## src/rtl/uart_pkg.sv

```systemverilog
// Shared definitions for the UART receiver slice.
//   rx_state_t           : receiver FSM states
//   DATA_W               : frame data width in bits
//   DEFAULT_CLKS_PER_BIT : default clock cycles per serial bit
package uart_pkg;

    typedef enum logic [1:0] {
        IDLE  = 2'd0,
        START = 2'd1,
        DATA  = 2'd2,
        STOP  = 2'd3
    } rx_state_t;

    localparam int DATA_W               = 8;
    localparam int DEFAULT_CLKS_PER_BIT = 1;

endpackage : uart_pkg

```

## src/rtl/receiver_uart_1_fsm_if.sv

```systemverilog
// Bus bundle between the UART receiver and its consumer.
//   rx         : serial line into the receiver
//   dout       : received byte, stable while dout_valid is high
//   dout_valid : byte available, held until accepted
//   dout_ready : consumer accepts dout on dout_valid & dout_ready
//   frame_err  : one-cycle pulse on a bad stop bit
//   overrun    : sticky, a completed frame was dropped
//   busy       : receiver is inside a frame
// master = receiver side, slave = line driver / consumer side.
interface receiver_uart_1_fsm_if;
    import uart_pkg::*;

    logic              rx;
    logic [DATA_W-1:0] dout;
    logic              dout_valid;
    logic              dout_ready;
    logic              frame_err;
    logic              overrun;
    logic              busy;

    modport master (
        input  rx,
        input  dout_ready,
        output dout,
        output dout_valid,
        output frame_err,
        output overrun,
        output busy
    );

    modport slave (
        output rx,
        output dout_ready,
        input  dout,
        input  dout_valid,
        input  frame_err,
        input  overrun,
        input  busy
    );

endinterface : receiver_uart_1_fsm_if

```

## src/rtl/uart_bit_timer.sv

```systemverilog
// Bit-period counter with sample-point strobe.
//   clk    : clock
//   rst    : synchronous active-high reset
//   clear  : force the counter to index 0 on the next cycle
//   sample : high while the counter sits at the mid-bit index H
// The counter value is the index of the current cycle within the bit
// period and wraps from CLKS_PER_BIT-1 back to 0.
module uart_bit_timer #(
    parameter int CLKS_PER_BIT = 1
) (
    input  logic clk,
    input  logic rst,
    input  logic clear,
    output logic sample
);

    localparam int CNT_W = (CLKS_PER_BIT > 1) ? $clog2(CLKS_PER_BIT) : 1;
    localparam logic [CNT_W-1:0] LAST = CNT_W'(CLKS_PER_BIT - 1);
    localparam logic [CNT_W-1:0] HALF = CNT_W'((CLKS_PER_BIT - 1) / 2);

    logic [CNT_W-1:0] cnt;

    // NOTE: registers take <= so every flop samples pre-edge values;
    // blocking here would let later statements see updated state.
    always_ff @(posedge clk) begin
        if (rst || clear) begin
            cnt <= '0;
        end else if (cnt == LAST) begin
            cnt <= '0;
        end else begin
            cnt <= cnt + CNT_W'(1);
        end
    end

    assign sample = (cnt == HALF);

endmodule : uart_bit_timer

```

## src/rtl/receiver_uart_1_fsm.sv

```systemverilog
// UART receiver: 8N1, LSB first, valid/ready output with overrun flag.
//   clk : clock, all logic on the rising edge
//   rst : synchronous active-high reset
//   bus : receiver_uart_1_fsm_if.master (rx, dout, dout_valid,
//         dout_ready, frame_err, overrun, busy)
// The start-detection cycle is index 0 of the start bit; every later
// decision is taken at the mid-bit index H reported by the bit timer.
module receiver_uart_1_fsm
    import uart_pkg::*;
#(
    parameter int CLKS_PER_BIT = DEFAULT_CLKS_PER_BIT
) (
    input  logic                   clk,
    input  logic                   rst,
    receiver_uart_1_fsm_if.master  bus
);

    localparam int H = (CLKS_PER_BIT - 1) / 2;

    rx_state_t         state;
    logic              armed;
    logic [DATA_W-1:0] shift;
    logic [2:0]        bit_idx;
    logic              sample;
    logic              start_det;
    logic              timer_clear;

    // A start needs a preceding high cycle, so a line stuck low after
    // reset or after a bad stop bit cannot fake a frame.
    assign start_det = (state == IDLE) && armed && !bus.rx;

    // Hold the counter at 0 while idle and whenever the next state is IDLE,
    // so start detection always lands on index 0.
    // NOTE: defaulting every always_comb output first rules out latches.
    always_comb begin
        timer_clear = 1'b0;
        unique case (state)
            IDLE:    timer_clear = !start_det;
            START:   timer_clear = sample && bus.rx;
            DATA:    timer_clear = 1'b0;
            STOP:    timer_clear = sample;
            default: timer_clear = 1'b1;
        endcase
    end

    uart_bit_timer #(
        .CLKS_PER_BIT (CLKS_PER_BIT)
    ) u_bit_timer (
        .clk    (clk),
        .rst    (rst),
        .clear  (timer_clear),
        .sample (sample)
    );

    // NOTE: the shift register is reset too, so the datapath comes up in
    // a known state rather than relying on the frame to overwrite it.
    always_ff @(posedge clk) begin
        if (rst) begin
            state          <= IDLE;
            armed          <= 1'b0;
            shift          <= '0;
            bit_idx        <= '0;
            bus.dout       <= '0;
            bus.dout_valid <= 1'b0;
            bus.frame_err  <= 1'b0;
            bus.overrun    <= 1'b0;
            bus.busy       <= 1'b0;
        end else begin
            bus.frame_err <= 1'b0;

            // Handshake retires the byte; a load or overrun set below wins.
            if (bus.dout_valid && bus.dout_ready) begin
                bus.dout_valid <= 1'b0;
                bus.overrun    <= 1'b0;
            end

            unique case (state)
                IDLE: begin
                    if (bus.rx) begin
                        armed <= 1'b1;
                    end
                    if (start_det) begin
                        armed    <= 1'b0;
                        bit_idx  <= '0;
                        bus.busy <= 1'b1;
                        // With H == 0 this cycle is also the start sample.
                        state    <= (H == 0) ? DATA : START;
                    end
                end

                START: begin
                    if (sample) begin
                        if (bus.rx) begin
                            state    <= IDLE;
                            bus.busy <= 1'b0;
                        end else begin
                            state <= DATA;
                        end
                    end
                end

                DATA: begin
                    if (sample) begin
                        shift   <= {bus.rx, shift[DATA_W-1:1]};
                        bit_idx <= bit_idx + 3'd1;
                        if (bit_idx == 3'd7) begin
                            state <= STOP;
                        end
                    end
                end

                STOP: begin
                    if (sample) begin
                        state    <= IDLE;
                        bus.busy <= 1'b0;
                        if (bus.rx) begin
                            // Stop bit is a high cycle: arms back-to-back frames.
                            armed <= 1'b1;
                            if (!bus.dout_valid || bus.dout_ready) begin
                                bus.dout       <= shift;
                                bus.dout_valid <= 1'b1;
                            end else begin
                                bus.overrun <= 1'b1;
                            end
                        end else begin
                            bus.frame_err <= 1'b1;
                        end
                    end
                end

                default: begin
                    state    <= IDLE;
                    bus.busy <= 1'b0;
                end
            endcase
        end
    end

endmodule : receiver_uart_1_fsm
```

## src/flat_wrapper.sv

```systemverilog
// flat-port wrapper written by rule: the top's interface ports become plain ports
module receiver_uart_1_fsm_flat import uart_pkg::*;
#(
    parameter int CLKS_PER_BIT = DEFAULT_CLKS_PER_BIT
)
  (clk, rst, bus_rx, bus_dout_ready, bus_dout, bus_dout_valid, bus_frame_err, bus_overrun, bus_busy);
  receiver_uart_1_fsm_if bus_i ();
  input  logic clk;
  input  logic rst;
  input wire logic [$bits(bus_i.rx)-1:0] bus_rx;
  input wire logic [$bits(bus_i.dout_ready)-1:0] bus_dout_ready;
  output wire logic [$bits(bus_i.dout)-1:0] bus_dout;
  output wire logic [$bits(bus_i.dout_valid)-1:0] bus_dout_valid;
  output wire logic [$bits(bus_i.frame_err)-1:0] bus_frame_err;
  output wire logic [$bits(bus_i.overrun)-1:0] bus_overrun;
  output wire logic [$bits(bus_i.busy)-1:0] bus_busy;
  assign bus_i.rx = bus_rx;
  assign bus_i.dout_ready = bus_dout_ready;
  assign bus_dout = bus_i.dout;
  assign bus_dout_valid = bus_i.dout_valid;
  assign bus_frame_err = bus_i.frame_err;
  assign bus_overrun = bus_i.overrun;
  assign bus_busy = bus_i.busy;
  receiver_uart_1_fsm #(.CLKS_PER_BIT(CLKS_PER_BIT)) u_core (.clk(clk), .rst(rst), .bus(bus_i));
endmodule
```

## config.mk

```make
export PLATFORM = sky130hd
export DESIGN_NAME = receiver_uart_1_fsm_flat
export DESIGN_NICKNAME = d
export VERILOG_FILES = /design/src/rtl/uart_pkg.sv /design/src/rtl/receiver_uart_1_fsm_if.sv /design/src/rtl/uart_bit_timer.sv /design/src/rtl/receiver_uart_1_fsm.sv /design/src/flat_wrapper.sv
export SDC_FILE = /design/constraint.sdc
export NUM_CORES = 1
export LEC_CHECK = 0
export CORE_MARGIN = 3
export CORE_UTILIZATION = 50
export DETAILED_ROUTE_END_ITERATION = 16
export HOLD_SLACK_MARGIN = 0.05
export PLACE_DENSITY_LB_ADDON = 0.15
export SLEW_MARGIN = 15
export SYNTH_ARGS = -nofsm -noshare
export SYNTH_HDL_FRONTEND = slang
export SYNTH_HIERARCHICAL = 1
export SYNTH_SLANG_ARGS = --single-unit
```

## constraint.sdc

```tcl
create_clock -name clk -period 1.6 [get_ports clk]
set_clock_uncertainty 0.05 [all_clocks]
set_input_delay 0.32 -clock clk [delete_from_list [all_inputs] [get_ports clk]]
set_output_delay 0.32 -clock clk [all_outputs]
set_load 0.02 [all_outputs]
```

Figure 1. The metal 1 layer (run 1).
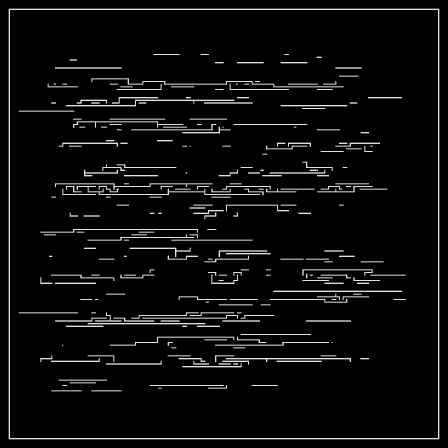
wire length on this layer: 919 um
main direction: horizontal
longest straight run: 16.1 um
nets with wire on the layer: 130
share of all routed wire: 49%
vias: 825
met1 usage: 20.34%
routed wire length: 1890 um

Figure 2. The metal 2 layer (run 1).
The bar under the picture is 20 um long. Cells faint in the background.
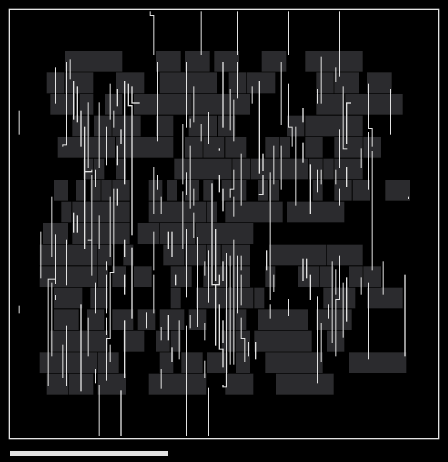
main direction: vertical
wire length on this layer: 894 um
share of all routed wire: 47%
longest straight run: 16.8 um
M2 GR Usage: 24.40%

Figure 3. M3 wires (run 1).
The bar under the picture is 20 um long.
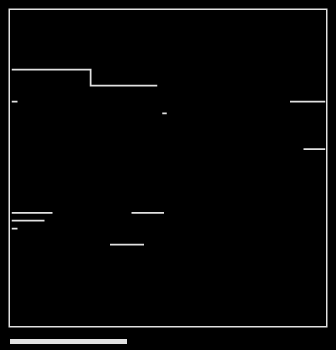
wire length on this layer: 60.9 um
nets with wire on the layer: 9
share of all routed wire: 3.2%

Figure 4. A small window of the routed layout (run 1).
The bar under the picture is 5 um long. Window x 4 to 24, y 31 to 51 um. Cells in gray, sequential cells in the stronger gray; small squares are vias.
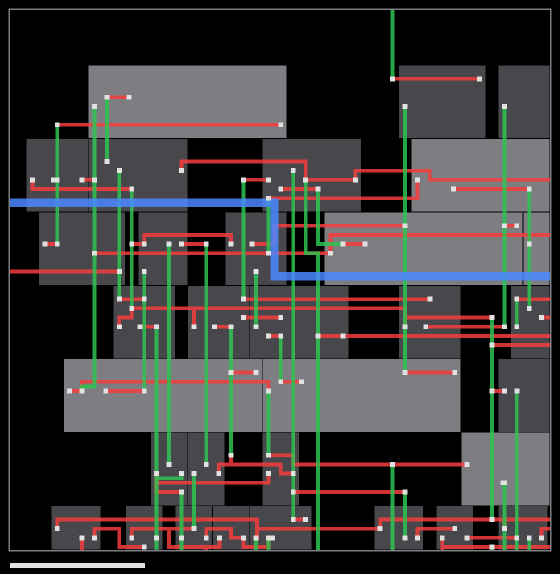
[M2] green
[M3] blue
[M1] red
sequential cells in the window: 5
cells with their middle in the window: 29
most frequent: nand2b_1 (7), nand2_1 (7), dfxtp_1 (5)
netlist names of flops here include: u_core/bus.dout (4), u_core/shift (1)

==> impl_metrics.json, run 1 <==
{
  "ys.flops": 27,
  "grt.busiest_layer": "met2",
  "simple_gate_share_pct": 25.00,
  "taps": 27,
  "drv_slew": 0,
  "grt.overflow.total": 0,
  "ys_dominant_reg_cell": "dfxtp_1",
  "arrival_ns": 1.07,
  "async_flop_share_pct": 0,
  "synth_xor_xnor_area_share_pct": 0,
  "drive_gt1_share_pct": 7.194,
  "drv_cap": 0,
  "p_switching_uw": 235.4,
  "tns_ns": 0,
  "top_cell_area_share_pct": 46.75,
  "nonClkBufAreaFrac_pct": 13.36,
  "critPathLaunch": "u_core/bus.dout_valid$_SDFF_PP0_",
  "crit_chain": "dlygate4sd2_1",
  "power.group.top": "sequential cells",
  "syn_to_final_growth_pct": 15.04,
  "comb_share_pct": 40.92,
  "worst_path_largest_cell_delay_ns": 0.40,
  "gr-usage-met3_pct": 3.601,
  "logic_family": "simple AND/OR/NAND/NOR gates",
  "clkbuf_count": 4,
  "ios": 16,
  "ys_seq_share_pct": 46.75,
  "critPathKind": "reg2out",
  "power.leakage_uw": 0.0005101,
  "diodes": 0,
  "fin_area_mm2": 0.001330,
  "setup_viol_count_final": 0,
  "largest_class": "logic gates",
  "p_int_uw": 819.1,
  "gr-usage-all-layers_pct": 15.32,
  "first_global_vias": 769,
  "cts_max_path_buffers": 2,
  "final_nets": 146,
  "hold_path_class": "reg2reg",
  "fp.dieW_um": 54.09,
  "common_cells": "dfxtp_1 (27), nand2b_1 (20), nand2_1 (18), a21oi_1 (12), mux2i_1 (8)",
  "status": "complete, no violations",
  "die-area_mm2": 0.002925,
  "route.detailed.drc": 0,
  "cts_root_buf": "clkbuf_4",
  "synthAdderAreaFrac_pct": 2.165,
  "inverters": 2,
  "start_kind": "flip-flop",
  "antenna_left": 0,
  "top_cell": "dfxtp_1",
  "final_cells": 166,
  "ys_warn_count": 6,
  "clock_power_uw": 286,
  "period_used_pct": 90.10,
  "cts_setup_buffers": 0,
  "placed_cells": 162,
  "p_per_area_mw_per_mm2": 792.9,
  "warnings": 26,
  "wl_met3_um": 60,
  "fin_util_pct": 63.88,
  "path_buffers": 1,
  "whs_ns": 0.4190,
  "critPathMaxFanout": 4,
  "crit_slowest_cell": "dfxtp_1",
  "place.gp.congestion": 0.7667
}
-- run 1: cells in the final DEF (no fill, tap or decap), drive strengths merged, types with 3 or more instances in the layout --
cell / n
dfxtp: 27
nand2b: 20
nand2: 18
dlygate4sd2: 12
a21oi: 12
mux2i: 8
o21ai: 5
nor2: 4
clkbuf: 4
buf: 4
clkdlybuf4s50: 3
nand3b: 3
-- run 1: final timing paths --
| check | end | slack [ns] | cells after the start |
|---|---|---|---|
| worst min-delay path | u_core/shift[0]$_SDFFE_PP0P_ | 0.42 | 2 |
| worst min register to register | u_core/shift[0]$_SDFFE_PP0P_ | 0.42 | 2 |
| worst max register to register | u_core/bus.dout[3]$_SDFFE_PP0P_ | 0.24 | 4 |
| worst max-delay path | bus_dout_valid | 0.16 | 1 |
==> run 1 -> run 2 <==
Settings changed: RECOVER_POWER set to 25.
==> impl_metrics.json, run 2 <==
{
  "status": "complete, no violations",
  "tns_ns": 0,
  "place.gp.congestion": 0.7667,
  "common_cells": "dfxtp_1 (27), nand2b_1 (20), nand2_1 (18), a21oi_1 (12), mux2i_1 (8)",
  "syn_to_final_growth_pct": 15.04,
  "path_buffers": 1,
  "fin_area_mm2": 0.001330,
  "crit_slowest_cell": "dfxtp_1",
  "antenna_left": 0,
  "largest_area_cell": "dfxtp_1",
  "fp.dieW_um": 54.09,
  "arrival_ns": 1.07,
  "grt.busiest_layer": "met2",
  "crit_chain": "dlygate4sd2_1",
  "top_cell_area_share_pct": 46.75,
  "wl_um": 1890,
  "critPathKind": "reg2out",
  "ys.flops": 27,
  "hold_path_class": "reg2reg",
  "gr-usage-all-layers_pct": 15.32,
  "ys_area_mm2": 0.001156,
  "critPathMaxFanout": 4,
  "final_cell_mix": "dfxtp_1 (27), nand2b_1 (20), nand2_1 (18)",
  "placed_cells": 162,
  "whs_ns": 0.4190,
  "top_cell": "dfxtp_1",
  "critPathLaunch": "u_core/bus.dout_valid$_SDFF_PP0_",
  "async_flop_share_pct": 0,
  "wl_met3_um": 60,
  "vias": 825,
  "logic_family": "simple AND/OR/NAND/NOR gates",
  "cts_setup_buffers": 0,
  "drv_cap": 0,
  "synth_xor_xnor_area_share_pct": 0,
  "drv_slew": 0,
  "simple_gate_share_pct": 25.00,
  "grt_use_met1_pct": 20.34,
  "die-area_mm2": 0.002925,
  "ys_seq_share_pct": 46.75,
  "route.detailed.drc": 0,
  "warnings": 26,
  "final_cells": 166,
  "diodes": 0,
  "period_used_pct": 90.10,
  "power.leakage_uw": 0.0005103,
  "use_met2_pct": 24.40,
  "ys_dominant_reg_cell": "dfxtp_1",
  "drive_gt1_share_pct": 7.194,
  "grt.overflow.total": 0,
  "first_global_vias": 769,
  "lay_top_count": "dfxtp_1"
}
==> run 2: layout make-up <==
type                            count  area [um^2]
Inverter                            2        7.507
Sequential cell                    27        540.5
Timing Repair Buffer               19        177.7
Clock buffer                        4        26.28
Tap cell                           27        33.78
Multi-Input combinational cell     87        544.3
Fill cell                         204        752.0
==> run 2: power by group <==
group / internal [uW] / total (uW) / switching [uW]
Sequential: 682 / 691 / 9.61
Combinational: 39.3 / 77.0 / 37.7
Clock: 97.4 / 286 / 188
Total: 819 / 1050 / 235
==> run 2: worst paths after layout <==
path                                     end  cells after the start  slack (ns)
max                           bus_dout_valid                      1        0.16
min             u_core/shift[0]$_SDFFE_PP0P_                      2        0.42
max reg2reg  u_core/bus.dout[3]$_SDFFE_PP0P_                      4        0.24
min reg2reg     u_core/shift[0]$_SDFFE_PP0P_                      2        0.42
Figure 5. The metal 2 layer (run 2).
The bar under the picture is 20 um long. Cells faint in the background.
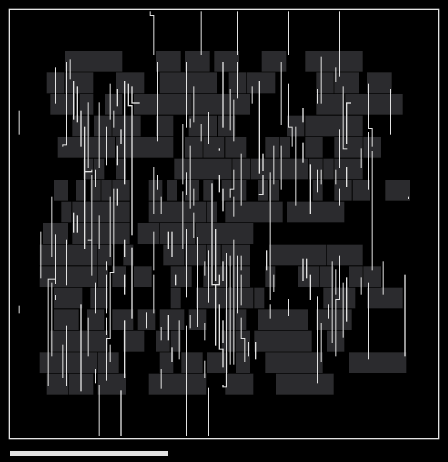
nets with wire on the layer: 119
longest straight run: 16.8 um
wire length on this layer: 894 um
share of all routed wire: 47%
main direction: vertical

Figure 6. M3 wires (run 2).
The bar under the picture is 20 um long.
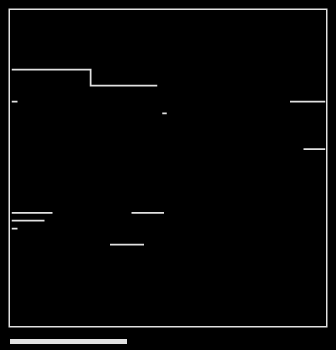
main direction: horizontal
wire length on this layer: 60.9 um
met3 Usage GRT: 3.601%

==> run 2 -> run 3 <==
Settings changed: SLEW_MARGIN 15 to unset.
Figure 7. A small window of the routed layout (run 3).
The bar under the picture is 5 um long. Window x 4 to 24, y 31 to 51 um. Cells in gray, sequential cells in the stronger gray; small squares are vias.
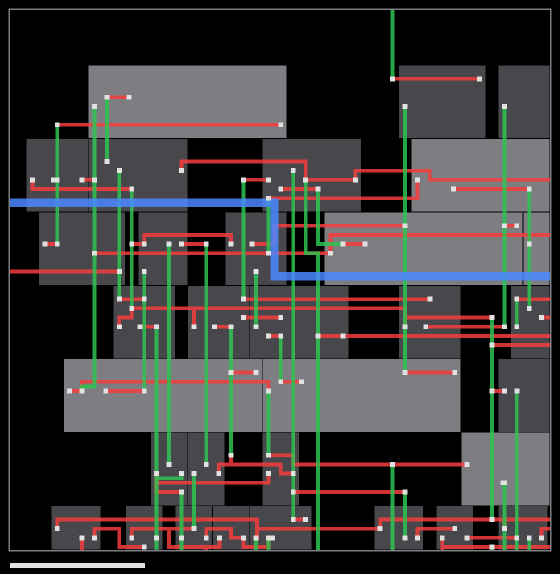
[M1] red
[M3] blue
[M2] green
sequential cells in the window: 5
most frequent: nand2b_1 (7), nand2_1 (7), dfxtp_1 (5)
netlist names of flops here include: u_core/bus.dout (4), u_core/shift (1)
cells with their middle in the window: 29

==> impl_metrics.json, run 3 <==
{
  "reg2reg_to": "u_core/bus.dout[3]$_SDFFE_PP0P_",
  "lay_top_count": "dfxtp_1",
  "diodes": 0,
  "arrival_ns": 1.07,
  "tns_ns": 0,
  "grt.busiest_layer": "met2",
  "nNonClkBuffers": 19,
  "fin_area_mm2": 0.001330,
  "logic_gates": 87,
  "final-comb-area_um2": 544.3,
  "final_nets": 146,
  "synth_xor_xnor_area_share_pct": 0,
  "top_cell": "dfxtp_1",
  "common_cells": "dfxtp_1 (27), nand2b_1 (20), nand2_1 (18), a21oi_1 (12), mux2i_1 (8)",
  "setup_viol_count_final": 0,
  "period_used_pct": 90.10,
  "cts_max_path_buffers": 2,
  "worst_path_largest_cell_delay_ns": 0.40,
  "synthAdderAreaFrac_pct": 2.165,
  "cts-resized-gates": 12,
  "final.min_clock_period_ns": 1.442,
  "vias": 825,
  "crit_chain": "dlygate4sd2_1",
  "gr-usage-met3_pct": 3.601,
  "ys_dominant_reg_cell": "dfxtp_1",
  "drive_gt1_share_pct": 7.194,
  "flop-count": 27,
  "drv_slew": 0,
  "nonClkBufAreaFrac_pct": 13.36,
  "ys_warn_count": 6,
  "first_global_vias": 769,
  "reg2reg_setup_slack_ns": 0.24,
  "ios": 16,
  "wl_um": 1890,
  "async_flop_share_pct": 0,
  "clk_share_pct": 1.976,
  "status": "complete, no violations",
  "dr.pass1.iters": 4,
  "cts_root_buf": "clkbuf_4",
  "simple_gate_share_pct": 25.00,
  "ys_seq_share_pct": 46.75,
  "start_kind": "flip-flop",
  "whs_ns": 0.4190,
  "p_per_area_mw_per_mm2": 792.5,
  "wl_met2_um": 893,
  "ys_area_mm2": 0.001156,
  "power.leakage_uw": 0.0005103,
  "rsz0062_at_grt": "false",
  "taps": 27,
  "drv_cap": 0,
  "use_met2_pct": 24.40,
  "whs_endpoint": "u_core/shift[0]$_SDFFE_PP0P_",
  "critPathKind": "reg2out",
  "inverters": 2,
  "nFillCells": 204,
  "logic_family": "simple AND/OR/NAND/NOR gates",
  "grt_use_met1_pct": 20.34,
  "route.detailed.drc": 0,
  "cts_setup_buffers": 0,
  "wl_met3_um": 60,
  "hold_depth": 2,
  "hold_path_class": "reg2reg",
  "die-area_mm2": 0.002925,
  "largest_class": "logic gates",
  "largest_area_cell": "dfxtp_1",
  "grt.overflow.total": 0,
  "seq_share_pct": 40.64,
  "seqCellArea_um2": 540.5,
  "clock_latency_ns": 0.31,
  "clkbuf_count": 4,
  "cp.depth": 1,
  "syn_to_final_growth_pct": 15.04,
  "crit_slowest_cell": "dfxtp_1",
  "gr-usage-all-layers_pct": 15.32,
  "fp.dieW_um": 54.09,
  "ys_cells": 125,
  "comb_share_pct": 40.92
}
Figure 8. The metal 1 layer (run 3).
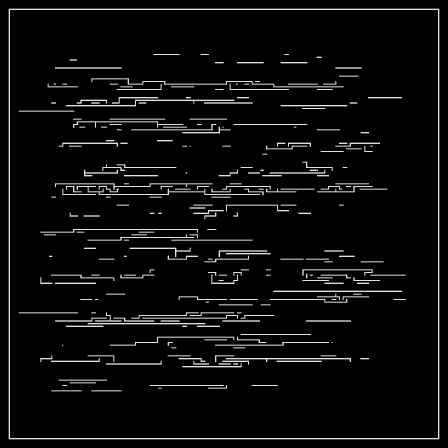
share of all routed wire: 49%
longest straight run: 16.1 um
nets with wire on the layer: 130
main direction: horizontal

-- run 3: cell counts in the layout (fill, tap and decap cells not counted) --
Identical to the previous run, type by type.
-- run 3: power breakdown --
group | leakage, uW | switching (uW) | total, uW | internal [uW]
sequential | 0.000218 | 9.61 | 691 | 682
clock | 0.0000150 | 188 | 286 | 97.4
combinational | 0.000277 | 37.7 | 77.0 | 39.3
total | 0.000510 | 235 | 1050 | 819
-- run 3: metrics by stage --
step / util (%) / cells / setup slack, ns
floorplan: - / 125 / 0.4565
CTS: 63.88 / 166 / 0.1352
detailed placement: 63.34 / 162 / -0.01406
global placement: 63.34 / 162 / 0.02886
finish: 63.88 / 166 / 0.1584
global route: 63.88 / 166 / 0.09365
Power figures rest on the tool's default switching activity, not on a simulated workload.
